### Clock nets

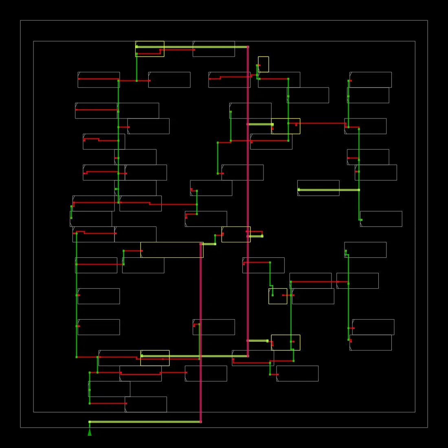
### Cell sizes after repair

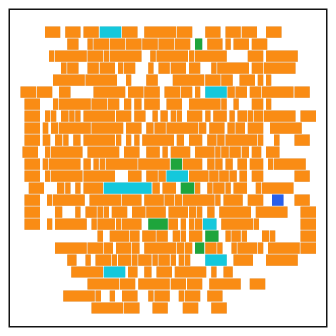
### The metal 1 layer

Scale bar: 20 µm. Cells faint in the background.
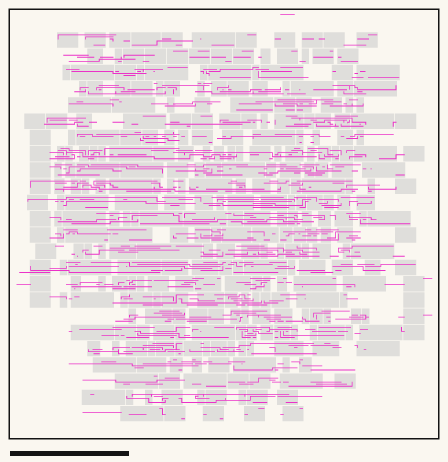
==> config.mk <==
export PLATFORM = sky130hd
export DESIGN_NAME = fc_out_sequencer
export DESIGN_NICKNAME = d
export VERILOG_FILES = /design/src/rtl/fc_out_sequencer.sv
export SDC_FILE = /design/constraint.sdc
export NUM_CORES = 1
export LEC_CHECK = 0
export ABC_AREA = 0
export CORE_MARGIN = 2
export CORE_UTILIZATION = 51
export DETAILED_ROUTE_END_ITERATION = 8
export PLACE_DENSITY = 0.88
export SKIP_LAST_GASP = 1
export SLEW_MARGIN = 20
export SYNTH_ARGS = -nofsm -noshare
export SYNTH_HDL_FRONTEND = slang
export SYNTH_SLANG_ARGS = --single-unit
==> constraint.sdc <==
create_clock -name clk -period 6.85 [get_ports clk]
set_input_delay 0.685 -clock clk [delete_from_list [all_inputs] [get_ports clk]]
set_output_delay 0.685 -clock clk [all_outputs]
set_load 0.01 [all_outputs]
==> src/rtl/fc_out_sequencer.sv <==
// Serialises the eight lane results of the fully-connected output mux into the
// output buffer, with optional ReLU, over a valid/ready write handshake.
module fc_out_sequencer #(
  parameter int DATA_WIDTH = 16,
  parameter int ADDR_WIDTH = 10
) (
  input  logic                  clk,
  input  logic                  rst,
  input  logic                  start,
  input  logic [ADDR_WIDTH-1:0] base_addr,
  input  logic                  relu_en,
  output logic [3:0]            mux_sel,
  input  logic [DATA_WIDTH-1:0] mux_out,
  output logic                  wr_valid,
  input  logic                  wr_ready,
  output logic [ADDR_WIDTH-1:0] wr_addr,
  output logic [DATA_WIDTH-1:0] wr_data,
  output logic                  busy,
  output logic                  done
);

  typedef enum logic [1:0] {
    S_IDLE  = 2'd0,
    S_FETCH = 2'd1,
    S_WRITE = 2'd2,
    S_DONE  = 2'd3
  } state_t;

  state_t                state_q, state_d;
  logic [3:0]            k_q, k_d;
  logic [ADDR_WIDTH-1:0] base_q, base_d;
  logic                  relu_q, relu_d;
  logic [3:0]            mux_sel_q, mux_sel_d;
  logic                  wr_valid_q, wr_valid_d;
  logic [ADDR_WIDTH-1:0] wr_addr_q, wr_addr_d;
  logic [DATA_WIDTH-1:0] wr_data_q, wr_data_d;
  logic                  busy_q, busy_d;
  logic                  done_q, done_d;

  // Next-state and registered-output logic; every output is computed from the
  // next state so busy/done line up with the state they describe.
  always_comb begin
    state_d    = state_q;
    k_d        = k_q;
    base_d     = base_q;
    relu_d     = relu_q;
    mux_sel_d  = mux_sel_q;
    wr_valid_d = wr_valid_q;
    wr_addr_d  = wr_addr_q;
    wr_data_d  = wr_data_q;
    case (state_q)
      S_IDLE: begin
        if (start) begin
          base_d    = base_addr;
          relu_d    = relu_en;
          k_d       = 4'd1;
          mux_sel_d = 4'd1;
          state_d   = S_FETCH;
        end else begin
          mux_sel_d = 4'd0;
        end
      end
      S_FETCH: begin
        // Lane k sits at base + (k-1); the add wraps modulo the buffer size.
        wr_data_d  = (relu_q && mux_out[DATA_WIDTH-1]) ? {DATA_WIDTH{1'b0}} : mux_out;
        wr_addr_d  = base_q + ADDR_WIDTH'(k_q - 4'd1);
        wr_valid_d = 1'b1;
        mux_sel_d  = 4'd0;
        state_d    = S_WRITE;
      end
      S_WRITE: begin
        if (wr_valid_q && wr_ready) begin
          wr_valid_d = 1'b0;
          if (k_q == 4'd8) begin
            state_d = S_DONE;
          end else begin
            k_d       = k_q + 4'd1;
            mux_sel_d = k_q + 4'd1;
            state_d   = S_FETCH;
          end
        end else begin
          state_d = S_WRITE;
        end
      end
      S_DONE: begin
        state_d = S_IDLE;
      end
      default: begin
        state_d    = S_IDLE;
        mux_sel_d  = 4'd0;
        wr_valid_d = 1'b0;
      end
    endcase
    busy_d = (state_d != S_IDLE);
    done_d = (state_d == S_DONE);
  end

  always_ff @(posedge clk) begin
    if (rst) begin
      state_q    <= S_IDLE;
      k_q        <= 4'd1;
      base_q     <= {ADDR_WIDTH{1'b0}};
      relu_q     <= 1'b0;
      mux_sel_q  <= 4'd0;
      wr_valid_q <= 1'b0;
      wr_addr_q  <= {ADDR_WIDTH{1'b0}};
      wr_data_q  <= {DATA_WIDTH{1'b0}};
      busy_q     <= 1'b0;
      done_q     <= 1'b0;
    end else begin
      state_q    <= state_d;
      k_q        <= k_d;
      base_q     <= base_d;
      relu_q     <= relu_d;
      mux_sel_q  <= mux_sel_d;
      wr_valid_q <= wr_valid_d;
      wr_addr_q  <= wr_addr_d;
      wr_data_q  <= wr_data_d;
      busy_q     <= busy_d;
      done_q     <= done_d;
    end
  end

  assign mux_sel  = mux_sel_q;
  assign wr_valid = wr_valid_q;
  assign wr_addr  = wr_addr_q;
  assign wr_data  = wr_data_q;
  assign busy     = busy_q;
  assign done     = done_q;

endmodule

==> impl_metrics.py <==
# Flow results
metrics = {
    "clocking": {
        "clk_latency_ps": 310,
        "cts.path.max_buffers": 2,
        "tritoncts": "done",
        "clock-sinks": 50,
        "cts_resized": 0,
        "htree_levels": 2,
        "cts_setup_buffers": 0,
        "root_buffer": "clkbuf_8",
    },
    "power_and_ir_drop": {
        "p_leak_nw": 1.28,
        "internal_power_mw": 0.511,
        "powerDensity_nw_per_um2": 231,
        "seq_power_mw": 0.330,
        "swShare_pct": 28.4,
        "comb_power_share_pct": 24.3,
    },
    "drt": {
        "wl_met1_um": 2410,
        "drc": 0,
        "wl_per_cell_um": 14.4,
    },
    "yosys": {
        "top_area_cell": "dfxtp_1",
        "ys_ff": 50,
        "xor_share_pct": 3.00,
        "mux_area_share_pct": 5.63,
        "yosysUniqueCellTypes": 42,
        "ys_cells": 270,
        "ys_chip_area_um2": 2330,
        "top_area_share_pct": 42.9,
        "syn_inst": 270,
        "flop_cell": "dfxtp_1",
    },
    "global_routing": {
        "grt_pass1_wl_um": 9020,
        "gr-total-overflow": 0,
        "grt_max_degree": 53,
        "grtUsageTotal_pct": 22.6,
    },
    "floorplanning": {
        "die_area_um2": 5140,
        "fp_util_pct": 53.3,
        "die_w_um": 71.7,
    },
    "critical_path": {
        "rr_endpoint": "wr_data[4]",
        "critPathMaxFanout": 25,
        "path_cells": "inv_1, ha_1, inv_1, a21oi_1, a22oi_1, nor2_1",
        "worst_setup_path_start_kind": "register",
        "required_ps": 7100,
        "critPathLaunch": "state_q[1]",
        "critical-path-top-cell-by-count": "inv_1",
    },
    "cells_and_area": {
        "nets": 372,
        "final_common_cell": "clkdlybuf4s50_1",
        "drive_gt1_share_pct": 4.28,
    },
    "outcome": {
        "status": "completed",
    },
    "final_timing": {
        "tightest_slew_ps": 1110,
        "drv_slew": 0,
        "rsz0062_at_grt": "false",
        "slew_headroom_pct": 26.2,
        "hold_viol": 0,
    },
    "worst_hold_path": {
        "hold_class": "reg2reg",
    },
    "placement": {
        "placed_area_um2": 2970,
        "place_ws_ps": 3990,
    },
}
-- 'Clock nets' (at the start) --
clkbuf count: 5
total clock buffers created by CTS: 5
registers: 50

-- 'Cell sizes after repair' (at the start) --
- x1 and smaller: orange (cells 313; share 96%)
- x2: green (cells 6; share 1.8%)
- x3 and x4: blue (cells 1; share 0.31%)
- x6 and larger: cyan (cells 7; share 2.1%)
non-clock buffer count: 64
final worst slack: 3950 ps
Area Overhead vs Synth: 32.0%

-- 'The metal 1 layer' (at the start) --
- main direction: horizontal
- longest straight run: 26.2 µm
- share of all routed wire: 44%
- wire length on this layer: 2410 µm
- nets with wire on the layer: 331
Post-Route WL: 5470 µm
GRT met1 Usage: 29.1%
vias: 2117

-- worst register-to-register path: cells and delay by family (launching register included) --
family / cells / cell delay [ps]
AOI/OAI and AO/OA: 2 / 1170
buffers and inverters: 2 / 610
DFF: 1 / 330
adders and majority gates: 1 / 580
and+or+nand+nor: 1 / 140
-- per-stage QoR --
step / total power, mW / hold slack, ps
global route: 0.746 / 499
detailed placement: 0.509 / 456
global placement: 0.503 / 449
CTS: 0.718 / 469
finish: 0.713 / 468
floorplan: 0.437 / 440
-- how the worst min path moves through the flow --
stage,slack [ps],depth (start not counted),start,to
2_1_floorplan,440,2,base_q[0],base_q[0]
3_3_place_gp,450,2,base_q[0],base_q[0]
3_5_place_dp,460,2,base_q[0],base_q[0]
4_1_cts,470,2,base_q[4],base_q[4]
5_1_grt,500,2,base_q[3],base_q[3]
6_report,470,2,base_q[0],base_q[0]
-- Yosys cell counts (2+ instances only) --
library cell	n
a211oi_1	2
a21o_1	3
a21oi_1	22
a22oi_1	16
a311oi_1	2
a31oi_1	3
and2_1	2
and3_1	3
buf_1	2
buf_2	3
clkbuf_1	9
dfxtp_1	50
ha_1	14
inv_1	12
mux2i_1	12
nand2_1	35
nand2b_1	2
nand3_1	3
nand3b_1	2
nor2_1	34
nor3_1	2
nor4_1	2
o21ai_0	8
or3_1	3
xnor2_1	4
xor2_1	4
-- final cells by class --
cell class,count,area (µm²)
repair buffers,64,638
multi-input cells,193,1220
clock inverters,3,43.8
flip-flops and latches,50,1000
inverters,12,45.0
well taps,52,65.1
clock buffers,5,68.8
fillers,347,1300
-- kinds of logic (layout without fill, tap and decap cells) --
family,Yosys count,after routing
xor gates and xnor gates,8,8
adders and majority gates,15,15
muxes,13,13
AOI/OAI and AO/OA,64,64
buffers and inverters,27,84
DFF,50,50
and+or+nand+nor,93,93
Power is estimated from default activity; no workload was simulated.
